$ cat config.mk
export PLATFORM = sky130hd
export DESIGN_NAME = alu_seq_flat
export DESIGN_NICKNAME = d
export VERILOG_FILES = /design/src/rtl/alu_pkg.sv /design/src/rtl/alu_seq_if.sv /design/src/rtl/alu_shift_step.sv /design/src/rtl/alu_seq.sv /design/src/flat_wrapper.sv
export SDC_FILE = /design/constraint.sdc
export NUM_CORES = 1
export LEC_CHECK = 0
export CORE_AREA = 2 2 112 114
export CTS_CLUSTER_SIZE = 14
export DETAILED_ROUTE_END_ITERATION = 6
export DIE_AREA = 0 0 114 116
export GPL_TIMING_DRIVEN = 0
export PLACE_DENSITY = 0.68
export SLEW_MARGIN = 20
export SYNTH_ARGS = -nofsm -noshare
export SYNTH_HDL_FRONTEND = slang
export SYNTH_SLANG_ARGS = --single-unit
$ cat constraint.sdc
create_clock -name clk -period 4.2 [get_ports clk]
set_input_delay 0.42 -clock clk [delete_from_list [all_inputs] [get_ports clk]]
set_output_delay 0.42 -clock clk [all_outputs]
set_load 0.01 [all_outputs]
$ cat src/rtl/alu_pkg.sv
// alu_pkg: shared definitions for the sequential ALU.
//   - 4-bit opcode constants (same encoding as the old combinational ALU)
//   - FSM state encoding
//   - is_shift(): true for the serial shift/rotate opcodes (0xA..0xF)
package alu_pkg;

  localparam logic [3:0] OP_ADD  = 4'h0;
  localparam logic [3:0] OP_SUB  = 4'h1;
  localparam logic [3:0] OP_ID   = 4'h2;
  localparam logic [3:0] OP_NAND = 4'h3;
  localparam logic [3:0] OP_NOR  = 4'h4;
  localparam logic [3:0] OP_XNOR = 4'h5;
  localparam logic [3:0] OP_NOT  = 4'h6;
  localparam logic [3:0] OP_AND  = 4'h7;
  localparam logic [3:0] OP_OR   = 4'h8;
  localparam logic [3:0] OP_XOR  = 4'h9;
  localparam logic [3:0] OP_LRS  = 4'hA;
  localparam logic [3:0] OP_ARS  = 4'hB;
  localparam logic [3:0] OP_RR   = 4'hC;
  localparam logic [3:0] OP_LLS  = 4'hD;
  localparam logic [3:0] OP_ALS  = 4'hE;
  localparam logic [3:0] OP_RL   = 4'hF;

  typedef enum logic [1:0] {
    ST_IDLE  = 2'd0,
    ST_SHIFT = 2'd1,
    ST_DONE  = 2'd2
  } state_t;

  function automatic logic is_shift(input logic [3:0] op);
    return op >= OP_LRS;
  endfunction

endpackage

$ cat src/rtl/alu_seq_if.sv
// alu_seq_if: operand/result channel of the sequential ALU.
//   Input side : in_valid, in_ready, A, B, Cin, OP
//   Output side: out_valid, out_ready, C, Cout, N, Z, V
// Handshake: a transfer happens on a rising edge where valid && ready are both
// high. A producer holds its payload stable while valid is high and not yet
// accepted; the ALU holds C/Cout/N/Z/V stable while out_valid && !out_ready.
interface alu_seq_if #(
  parameter int WIDTH = 16
);
  logic             in_valid;
  logic             in_ready;
  logic [WIDTH-1:0] A;
  logic [WIDTH-1:0] B;
  logic             Cin;
  logic [3:0]       OP;
  logic             out_valid;
  logic             out_ready;
  logic [WIDTH-1:0] C;
  logic             Cout;
  logic             N;
  logic             Z;
  logic             V;

  modport master (
    output in_valid, A, B, Cin, OP, out_ready,
    input  in_ready, out_valid, C, Cout, N, Z, V
  );

  modport slave (
    input  in_valid, A, B, Cin, OP, out_ready,
    output in_ready, out_valid, C, Cout, N, Z, V
  );
endinterface

$ cat src/rtl/alu_shift_step.sv
// alu_shift_step: one 1-bit step of a shift/rotate (combinational).
//   op          : shift opcode (LRS/ARS/RR/LLS/ALS/RL); others pass value through
//   value       : current work value
//   next_value  : value after the step
//   out_bit     : bit shifted out (lsb for right moves, msb for left moves)
//   msb_changed : the step altered the msb (used for ALS overflow)
module alu_shift_step
  import alu_pkg::*;
#(
  parameter int WIDTH = 16
) (
  input  logic [3:0]       op,
  input  logic [WIDTH-1:0] value,
  output logic [WIDTH-1:0] next_value,
  output logic             out_bit,
  output logic             msb_changed
);

  always_comb begin
    next_value = value;
    out_bit    = 1'b0;
    case (op)
      OP_LRS: begin
        next_value = {1'b0, value[WIDTH-1:1]};
        out_bit    = value[0];
      end
      OP_ARS: begin
        next_value = {value[WIDTH-1], value[WIDTH-1:1]};
        out_bit    = value[0];
      end
      OP_RR: begin
        next_value = {value[0], value[WIDTH-1:1]};
        out_bit    = value[0];
      end
      OP_LLS, OP_ALS: begin
        next_value = {value[WIDTH-2:0], 1'b0};
        out_bit    = value[WIDTH-1];
      end
      OP_RL: begin
        next_value = {value[WIDTH-2:0], value[WIDTH-1]};
        out_bit    = value[WIDTH-1];
      end
      default: ;
    endcase
    msb_changed = next_value[WIDTH-1] != value[WIDTH-1];
  end

endmodule

$ cat src/rtl/alu_seq.sv
// alu_seq: handshaked ALU with serial (1 bit/cycle) shift and rotate.
//   clk, reset : clock and synchronous active-high reset
//   bus        : alu_seq_if slave (operands in, result + N/Z/V/Cout out)
//   dbg_state  : current FSM state, for observation only
// Non-shift ops and zero-amount shifts finish in one cycle; a shift by n>0
// spends n cycles in SHIFT using the C register as the work register.
module alu_seq
  import alu_pkg::*;
#(
  parameter int WIDTH   = 16,
  parameter int SHAMT_W = $clog2(WIDTH)
) (
  input  logic        clk,
  input  logic        reset,
  alu_seq_if.slave    bus,
  output state_t      dbg_state
);

  localparam int MSB = WIDTH - 1;

  state_t               state, state_nx;
  logic [WIDTH-1:0]     c_q;
  logic                 cout_q, n_q, z_q, v_q;
  logic [SHAMT_W-1:0]   cnt_q;
  logic [3:0]           op_q;

  logic [SHAMT_W-1:0]   shamt;
  logic [WIDTH:0]       sum_w, diff_w;
  logic [WIDTH-1:0]     res;
  logic                 res_co, res_v;
  logic [WIDTH-1:0]     step_val;
  logic                 step_out, step_msb_chg;

  assign shamt = bus.B[SHAMT_W-1:0];

  // Single-cycle result. Shift opcodes yield A here: that is both the final
  // answer for n==0 and the initial work value for n>0.
  always_comb begin
    sum_w  = {1'b0, bus.A} + {1'b0, bus.B} + {{WIDTH{1'b0}}, bus.Cin};
    diff_w = {1'b0, bus.A} + {1'b0, ~bus.B} + {{WIDTH{1'b0}}, ~bus.Cin};
    res    = bus.A;
    res_co = 1'b0;
    res_v  = 1'b0;
    case (bus.OP)
      OP_ADD: begin
        res    = sum_w[MSB:0];
        res_co = sum_w[WIDTH];
        res_v  = (bus.A[MSB] == bus.B[MSB]) && (sum_w[MSB] != bus.A[MSB]);
      end
      OP_SUB: begin
        res    = diff_w[MSB:0];
        res_co = diff_w[WIDTH];
        res_v  = (bus.A[MSB] != bus.B[MSB]) && (diff_w[MSB] != bus.A[MSB]);
      end
      OP_ID:   res = bus.A;
      OP_NAND: res = ~(bus.A & bus.B);
      OP_NOR:  res = ~(bus.A | bus.B);
      OP_XNOR: res = ~(bus.A ^ bus.B);
      OP_NOT:  res = ~bus.A;
      OP_AND:  res = bus.A & bus.B;
      OP_OR:   res = bus.A | bus.B;
      OP_XOR:  res = bus.A ^ bus.B;
      default: ;
    endcase
  end

  alu_shift_step #(.WIDTH(WIDTH)) u_step (
    .op          (op_q),
    .value       (c_q),
    .next_value  (step_val),
    .out_bit     (step_out),
    .msb_changed (step_msb_chg)
  );

  always_ff @(posedge clk) begin
    if (reset) state <= ST_IDLE;
    else       state <= state_nx;
  end

  always_comb begin
    state_nx = state;
    case (state)
      ST_IDLE: begin
        if (bus.in_valid) begin
          if (is_shift(bus.OP) && (shamt != '0)) state_nx = ST_SHIFT;
          else                                   state_nx = ST_DONE;
        end
      end
      ST_SHIFT: if (cnt_q == SHAMT_W'(1)) state_nx = ST_DONE;
      ST_DONE:  if (bus.out_ready)        state_nx = ST_IDLE;
      default:  state_nx = ST_IDLE;
    endcase
  end

  always_ff @(posedge clk) begin
    if (reset) begin
      c_q    <= '0;
      cout_q <= 1'b0;
      n_q    <= 1'b0;
      z_q    <= 1'b0;
      v_q    <= 1'b0;
      cnt_q  <= '0;
      op_q   <= OP_ADD;
    end else begin
      case (state)
        ST_IDLE: begin
          if (bus.in_valid) begin
            c_q    <= res;
            cout_q <= res_co;
            v_q    <= res_v;
            n_q    <= res[MSB];
            z_q    <= (res == '0);
            op_q   <= bus.OP;
            cnt_q  <= shamt;
          end
        end
        ST_SHIFT: begin
          c_q    <= step_val;
          cout_q <= step_out;
          // ALS overflow is sticky across all steps of the shift.
          v_q    <= v_q | ((op_q == OP_ALS) && step_msb_chg);
          n_q    <= step_val[MSB];
          z_q    <= (step_val == '0);
          cnt_q  <= cnt_q - SHAMT_W'(1);
        end
        default: ;
      endcase
    end
  end

  assign bus.in_ready  = (state == ST_IDLE);
  assign bus.out_valid = (state == ST_DONE);
  assign bus.C         = c_q;
  assign bus.Cout      = cout_q;
  assign bus.N         = n_q;
  assign bus.Z         = z_q;
  assign bus.V         = v_q;
  assign dbg_state     = state;

endmodule

$ cat src/flat_wrapper.sv
// flat-port wrapper written by rule: the top's interface ports become plain ports
module alu_seq_flat import alu_pkg::*;
#(
  parameter int WIDTH   = 16,
  parameter int SHAMT_W = $clog2(WIDTH)
)
  (clk, reset, dbg_state, bus_in_valid, bus_A, bus_B, bus_Cin, bus_OP, bus_out_ready, bus_in_ready, bus_out_valid, bus_C, bus_Cout, bus_N, bus_Z, bus_V);
  alu_seq_if #(.WIDTH(WIDTH)) bus_i ();
  input  logic clk;
  input  logic reset;
  output state_t dbg_state;
  input wire logic [$bits(bus_i.in_valid)-1:0] bus_in_valid;
  input wire logic [$bits(bus_i.A)-1:0] bus_A;
  input wire logic [$bits(bus_i.B)-1:0] bus_B;
  input wire logic [$bits(bus_i.Cin)-1:0] bus_Cin;
  input wire logic [$bits(bus_i.OP)-1:0] bus_OP;
  input wire logic [$bits(bus_i.out_ready)-1:0] bus_out_ready;
  output wire logic [$bits(bus_i.in_ready)-1:0] bus_in_ready;
  output wire logic [$bits(bus_i.out_valid)-1:0] bus_out_valid;
  output wire logic [$bits(bus_i.C)-1:0] bus_C;
  output wire logic [$bits(bus_i.Cout)-1:0] bus_Cout;
  output wire logic [$bits(bus_i.N)-1:0] bus_N;
  output wire logic [$bits(bus_i.Z)-1:0] bus_Z;
  output wire logic [$bits(bus_i.V)-1:0] bus_V;
  assign bus_i.in_valid = bus_in_valid;
  assign bus_i.A = bus_A;
  assign bus_i.B = bus_B;
  assign bus_i.Cin = bus_Cin;
  assign bus_i.OP = bus_OP;
  assign bus_i.out_ready = bus_out_ready;
  assign bus_in_ready = bus_i.in_ready;
  assign bus_out_valid = bus_i.out_valid;
  assign bus_C = bus_i.C;
  assign bus_Cout = bus_i.Cout;
  assign bus_N = bus_i.N;
  assign bus_Z = bus_i.Z;
  assign bus_V = bus_i.V;
  alu_seq #(.WIDTH(WIDTH), .SHAMT_W(SHAMT_W)) u_core (.clk(clk), .reset(reset), .bus(bus_i), .dbg_state(dbg_state));
endmodule
==> run_1/clk_routes.png <==
Scale bar: 20 µm.
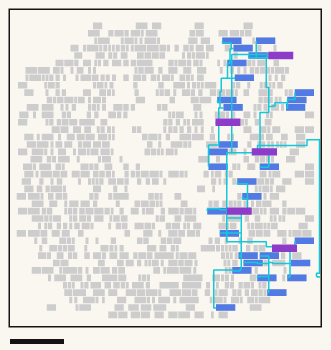
cyan -> clock wires  # length 518 µm
purple -> clock drivers  # count 5
blue -> flip-flops  # count 29
routed clock nets = 6
Latency at later pin: 0.29 ns
final worst clock skew: 0.00714 ns
clock share of power: 24.9%
clock distribution power: 382 µW

==> run_1/io_placement.png <==
Pins as bars across the die edge, other pins in gray.
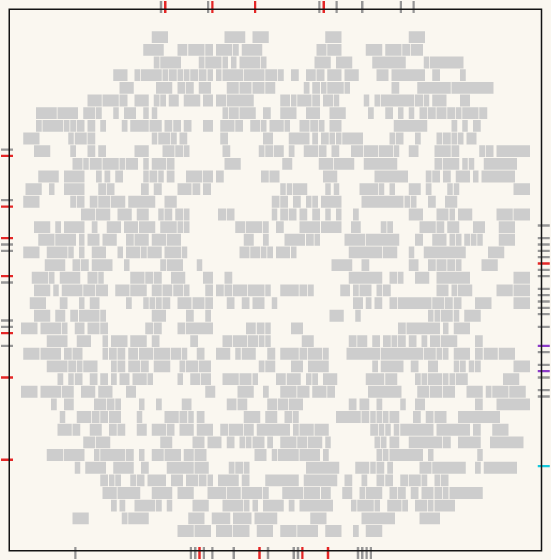
cyan -> `clk`  # pins 1, direction input, edge east
purple -> `dbg_state`  # pins 2, direction output, edge east
red -> `bus_B`  # pins 16, direction input, edge 7 west, 4 south, 4 north, 1 east
number of buffers inserted by port buffering: 62
height of the chip: 116 µm
die boundary width: 114 µm

==> run_1/cell_density.png <==
11 x 12 tiles, from white (low) to dark blue (high), 0 to 100% covered.
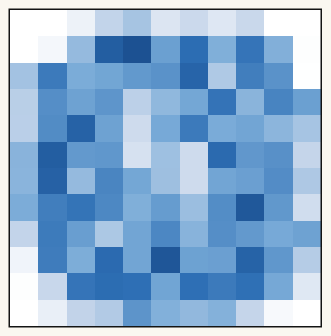
mean over tiles = 46%
fullest tile = 87%
tiles over 75% full = 9.8%
starting density of the core: 44.7%
share of the core filled with cells: 52.9%
area of the placeable core: 11,900 µm²

==> summary.txt, run 1 <==
Results of the run.

The run finished with clean final reports. The number of rows created at floorplan is around 40. The worst setup path is captured at a flip-flop.

The post-synth count of flops with an enable pin is 0. According to the finish report, the design has a final net count of approximately 930. The maximum clock path buffer count is 2. The clock buffer count from CTS is 5. Of the total synthesized cell area, the portion taken by AND, OR, NAND and NOR gates is 21.0%. The tightest slew margin relative to the limit is a little under half.

The power share of the sequential group is a little under a quarter. According to the hold report, the worst path is of the flip-flop to flip-flop type. According to the timing report, the data required time at the worst endpoint equals 4.35 ns. The number of antenna violations at the first check in global routing came to 0.

The worst-case register-to-register setup slack is about 1.5 ns. The number of max-cap violations is 0. After synthesis, the share of cell area in mux cells is under 10%. In this design, the stage delay of the slowest critical-path cell is approximately 0.61 ns. The first global-routing pass estimated between 30,000 and 40,000 µm of wire. The number of cells on the worst hold path is listed as 2. According to the I/O placement log, the pin count is 65.
## run 1: stage by stage
step	setup WS (ns)	hold WS, ns	std cells	power [mW]
final	0.203	0.476	987	1.54
after global routing	0.114	0.500	987	1.62
after CTS	0.162	0.476	987	1.51
after detailed placement	-0.131	0.468	979	1.13
after global placement	-0.104	0.464	979	1.12
after floorplan	0.961	0.446	770	0.861
## run 1: state kept, by name, indices dropped and copies added, names as in the netlist
register          flops
u_core.bus.Cout       1
u_core.op_q           4
u_core.bus.N          1
u_core.cnt_q          4
u_core.bus.Z          1
u_core.dbg_state      2
u_core.bus.V          1
u_core.bus.C         15
## run 1: metal layers
layer,part of all wire (%),global-route usage [%]
met2,47,50.9
met5,0,0
met4,3.0,11.3
met1,42,38.3
met3,8.4,3.66
==> inputs of run 2 (changes only) <==
- CTS_CLUSTER_SIZE: 14 -> 12
==> run 2 against run 1 <==
  * Register-to-register slack hardly changed
  * First-iteration DRC count stayed put
  * Design area stayed put
==> summary.txt, run 2 <==
Results of the run.

The final core utilization came to 52.9% (unchanged). The highest supply drop recorded on VDD is around 0.00014 V. The setup slack of the critical path after layout is 0.203 ns (unchanged). The stage delay of the slowest cell on the critical path is 0.61 ns (about the same).

The fraction of the core area occupied by cells at floorplan is 44.7% (unchanged). The type recorded for the worst min-delay path is flip-flop to flip-flop. The data required time at the worst endpoint was 4.35 ns (about the same). The final net count is 933 (unchanged). The non-clock buffer total of the final layout is between 100 and 150. The height of the die came to 116 µm (unchanged).

The multiplexer share of the synthesized area came to 3.03% (unchanged). The maximum clock path buffer count came to 2 (unchanged). The clock buffer count from CTS is 5 (unchanged). The area of the core region came to 11,900 µm² (unchanged). Entering global routing, the biggest net connects 11 pins. The via count of the first global-routing pass is between 5,000 and 6,000. The run finished with clean final reports. Setup repair after global routing left no endpoint under its margin. The count of port buffers added during placement is 62 (unchanged). The worst slack at placement came to -0.131 ns (unchanged).

The count of library flops with an enable pin came to 0 (unchanged). The number of antenna violations at the first check in global routing is 0 (unchanged). The worst-case register-to-register setup slack was 1.51 ns (about the same).

The tightest slew margin relative to the limit came to 45.8% (unchanged). The cell chosen for the clock root is sky130_fd_sc_hd__clkbuf_16. The source-to-sink clock delay at the later pin of the worst-skew pair is 0.29 ns (about the same). The number of I/O pins is 65 (unchanged). The global-route wire length before repair came to 31,200 µm (unchanged). The final setup skew is 0.00714 ns (unchanged). The horizontal die size was 114 µm (unchanged). STA classifies the critical path endpoint as a flip-flop. The flip-flop count of the largest register after layout is 15 (unchanged).
[run 2: metrics by stage]
step                      hold WS (ns)  TNS [ns]  cells  power (mW)
after floorplan                  0.446         0    770       0.861
after global placement           0.464    -0.106    979        1.12
after detailed placement         0.468    -0.181    979        1.13
after CTS                        0.476         0    987        1.51
after global routing             0.500         0    987        1.62
final                            0.476         0    987        1.54
[run 2: per-layer routing]
layer  GRT usage [%]  wire length, µm  up-vias
li1                -                -     2965
met1            38.3             8280     2954
met2            50.9             9370      405
met3            3.66             1660       56
met4            11.3              603        0
met5               0                0        -
[run 2: where the power goes]
group	total, mW	internal, mW	switching (mW)
combinational	0.802	0.332	0.471
sequential	0.354	0.307	0.0469
clock	0.382	0.250	0.132
total	1.54	0.889	0.650
==> run_2/cell_density.png <==
11 x 12 tiles, from white (low) to dark blue (high), 0 to 100% covered.
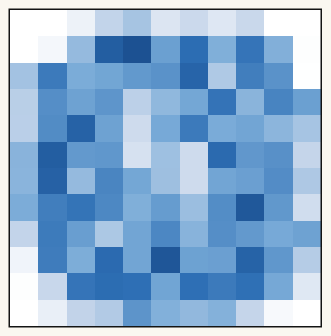
nearly empty tiles = 7.6%
mean over tiles = 46%
fullest tile = 87%
tiles over 75% full = 9.8%

==> run_2/layer_met3.png <==
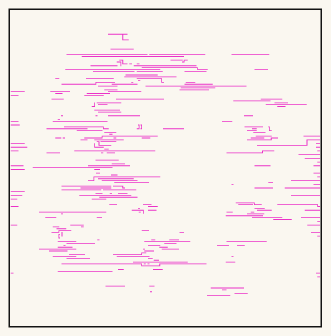
share of all routed wire = 8.4%
nets with wire on the layer = 174
wire length on this layer = 1,660 µm
overall routed net length: 19,900 µm
vias post-DR: 6,380

==> run_2/clk_routes.png <==
Scale bar: 20 µm.
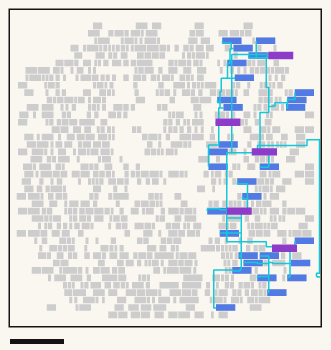
cyan -> clock wires  # length 518 µm
blue -> flip-flops  # count 29
purple -> clock drivers  # count 5
routed clock nets = 6

==> inputs of run 3 (changes only) <==
- CTS_CLUSTER_SIZE: 12 -> 8
- REMOVE_ABC_BUFFERS: default -> 1
==> run 3 against run 2 <==
  * First-iteration DRC count is 14% lower
  * Sequential share of layout area is 0.30 points higher
  * Area after synthesis stayed put
  * Largest cell class unchanged
  * Register-to-register slack worse by 0.80 ns
  * Clock power is 2% lower
  * Die size stayed put
  * Count of clock-buffer cells in the layout stayed put
  * Design area is 3.2% lower
==> summary.txt, run 3 <==
Results of the run.

The multiplexer share of the synthesized area came to 3.03% (unchanged). The stage delay of the slowest cell on the critical path is 0.57 ns (-0.04 ns). By count the netlist is led by sky130_fd_sc_hd__a21oi_1, sky130_fd_sc_hd__nand2_1, sky130_fd_sc_hd__nor2_1, sky130_fd_sc_hd__inv_1, sky130_fd_sc_hd__ha_1. Setup repair after global routing left no endpoint under its margin. The height of the die is 116 µm (unchanged).

The source-to-sink clock delay at the later pin of the worst-skew pair is 0.28 ns (about the same). The highest signal layer in the routed design is met4. The global-route wire length before repair came to 29,400 µm (-5.6%). The total instance count after detailed placement came to 928 (-5.2%). The worst slack on hold paths is 0.486 ns (+0.00984 ns). The number of standard cells in the final layout excluding fillers came to 936 (-5.2%).

The number of I/O pins is 65 (unchanged). The data required time at the worst endpoint was 4.32 ns (-0.03 ns). The clock buffer count from CTS is 5 (unchanged). The tightest slew margin relative to the limit is 23.4% (-22 points). The slowest stage of the critical path belongs to the cell sky130_fd_sc_hd__clkdlybuf4s50_1. The capturing element type of the critical path is a flip-flop. After the first detailed-routing iteration, the DRC count stood at a little under 800. The fraction of the core area occupied by cells at floorplan is 44.7% (unchanged). The worst slack at placement is -0.0822 ns (+0.0483 ns).

The layout-stage area growth over the synthesis result is 14.6%. The flip-flop count of the largest register after layout was 15 (unchanged). STA reports the tightest min-delay check as being of type flip-flop to flip-flop. The horizontal die size came to 114 µm (unchanged). The number of antenna violations at the first check in global routing is 0 (unchanged). The run finished with clean final reports. The sum of met3 wire segment lengths after detailed routing is 1620 µm (-2.6%). The pin count of the biggest net entering global routing is 40 (+29).

The final net count is 882 (-5.5%). The tree is rooted in a sky130_fd_sc_hd__clkbuf_16. The layer flagged by global routing as most heavily used is met2. The met1 layer wirelength in the final routing came to 7620 µm (-7.9%). The routing usage on met2 was 45.0% (-6.0 points).

The via count of the first global-routing pass is 5,718 (-0.37%). The count of library flops with an enable pin is 0 (unchanged). The setup slack of the critical path after layout is 0.241 ns (+0.0387 ns).

The met3 capacity usage during global routing came to 3.56% (-0.10 points). The global-route track usage on met1 was 36.9% (-1.4 points). The area of the core region came to 11,900 µm² (unchanged).
run 3: cell counts after synthesis:
No cell type changed its count.
run 3: area by class of cell:
| cell class | instances | area, µm² |
|---|---|---|
| Clock buffer | 7 | 153 |
| Clock inverter | 1 | 5.00 |
| Fill cell | 1180 | 5810 |
| Inverter | 66 | 248 |
| Multi-Input combinational cell | 616 | 4210 |
| Sequential cell | 29 | 581 |
| Tap cell | 147 | 184 |
| Timing Repair Buffer | 70 | 722 |
run 3: power by group:
part	internal, mW	leakage, nW	switching, mW
sequential	0.307	0.239	0.0495
combinational	0.320	2.14	0.445
clock	0.250	0.0799	0.123
run 3: timing repair:
item                       in CTS  in global routing
resized                         0                  1
setup endpoints to repair       0                  1
hold buffers                    0                  0
==> run_3/layer_met3.png <==
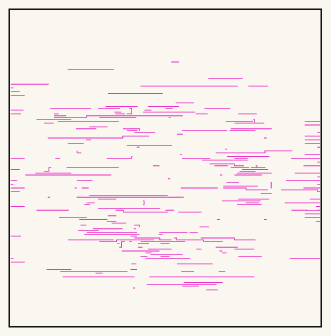
overall routed net length: 18,200 µm
vias post-DR: 6,082

==> run_3/clk_routes.png <==
Scale bar: 20 µm.
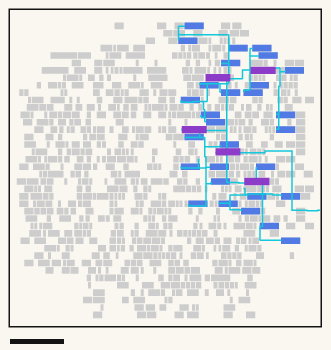
final worst clock skew: 0.00432 ns
clock distribution power: 374 µW

==> run_3/placement.png <==
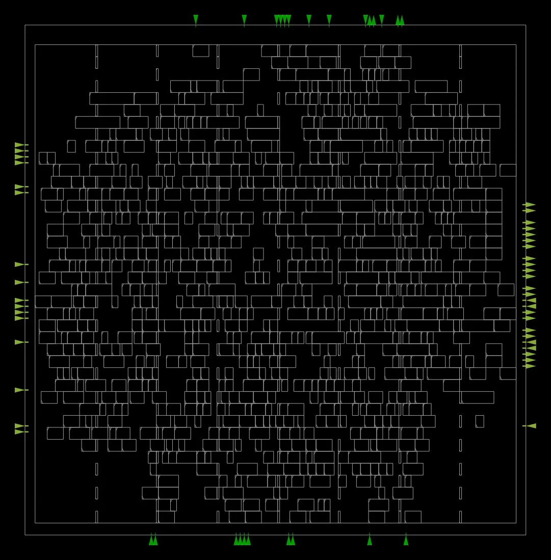
Tapcell Cnt: 147
share of the final layout cell area in sequential cells: 9.52%

Power is estimated from default activity; no workload was simulated.
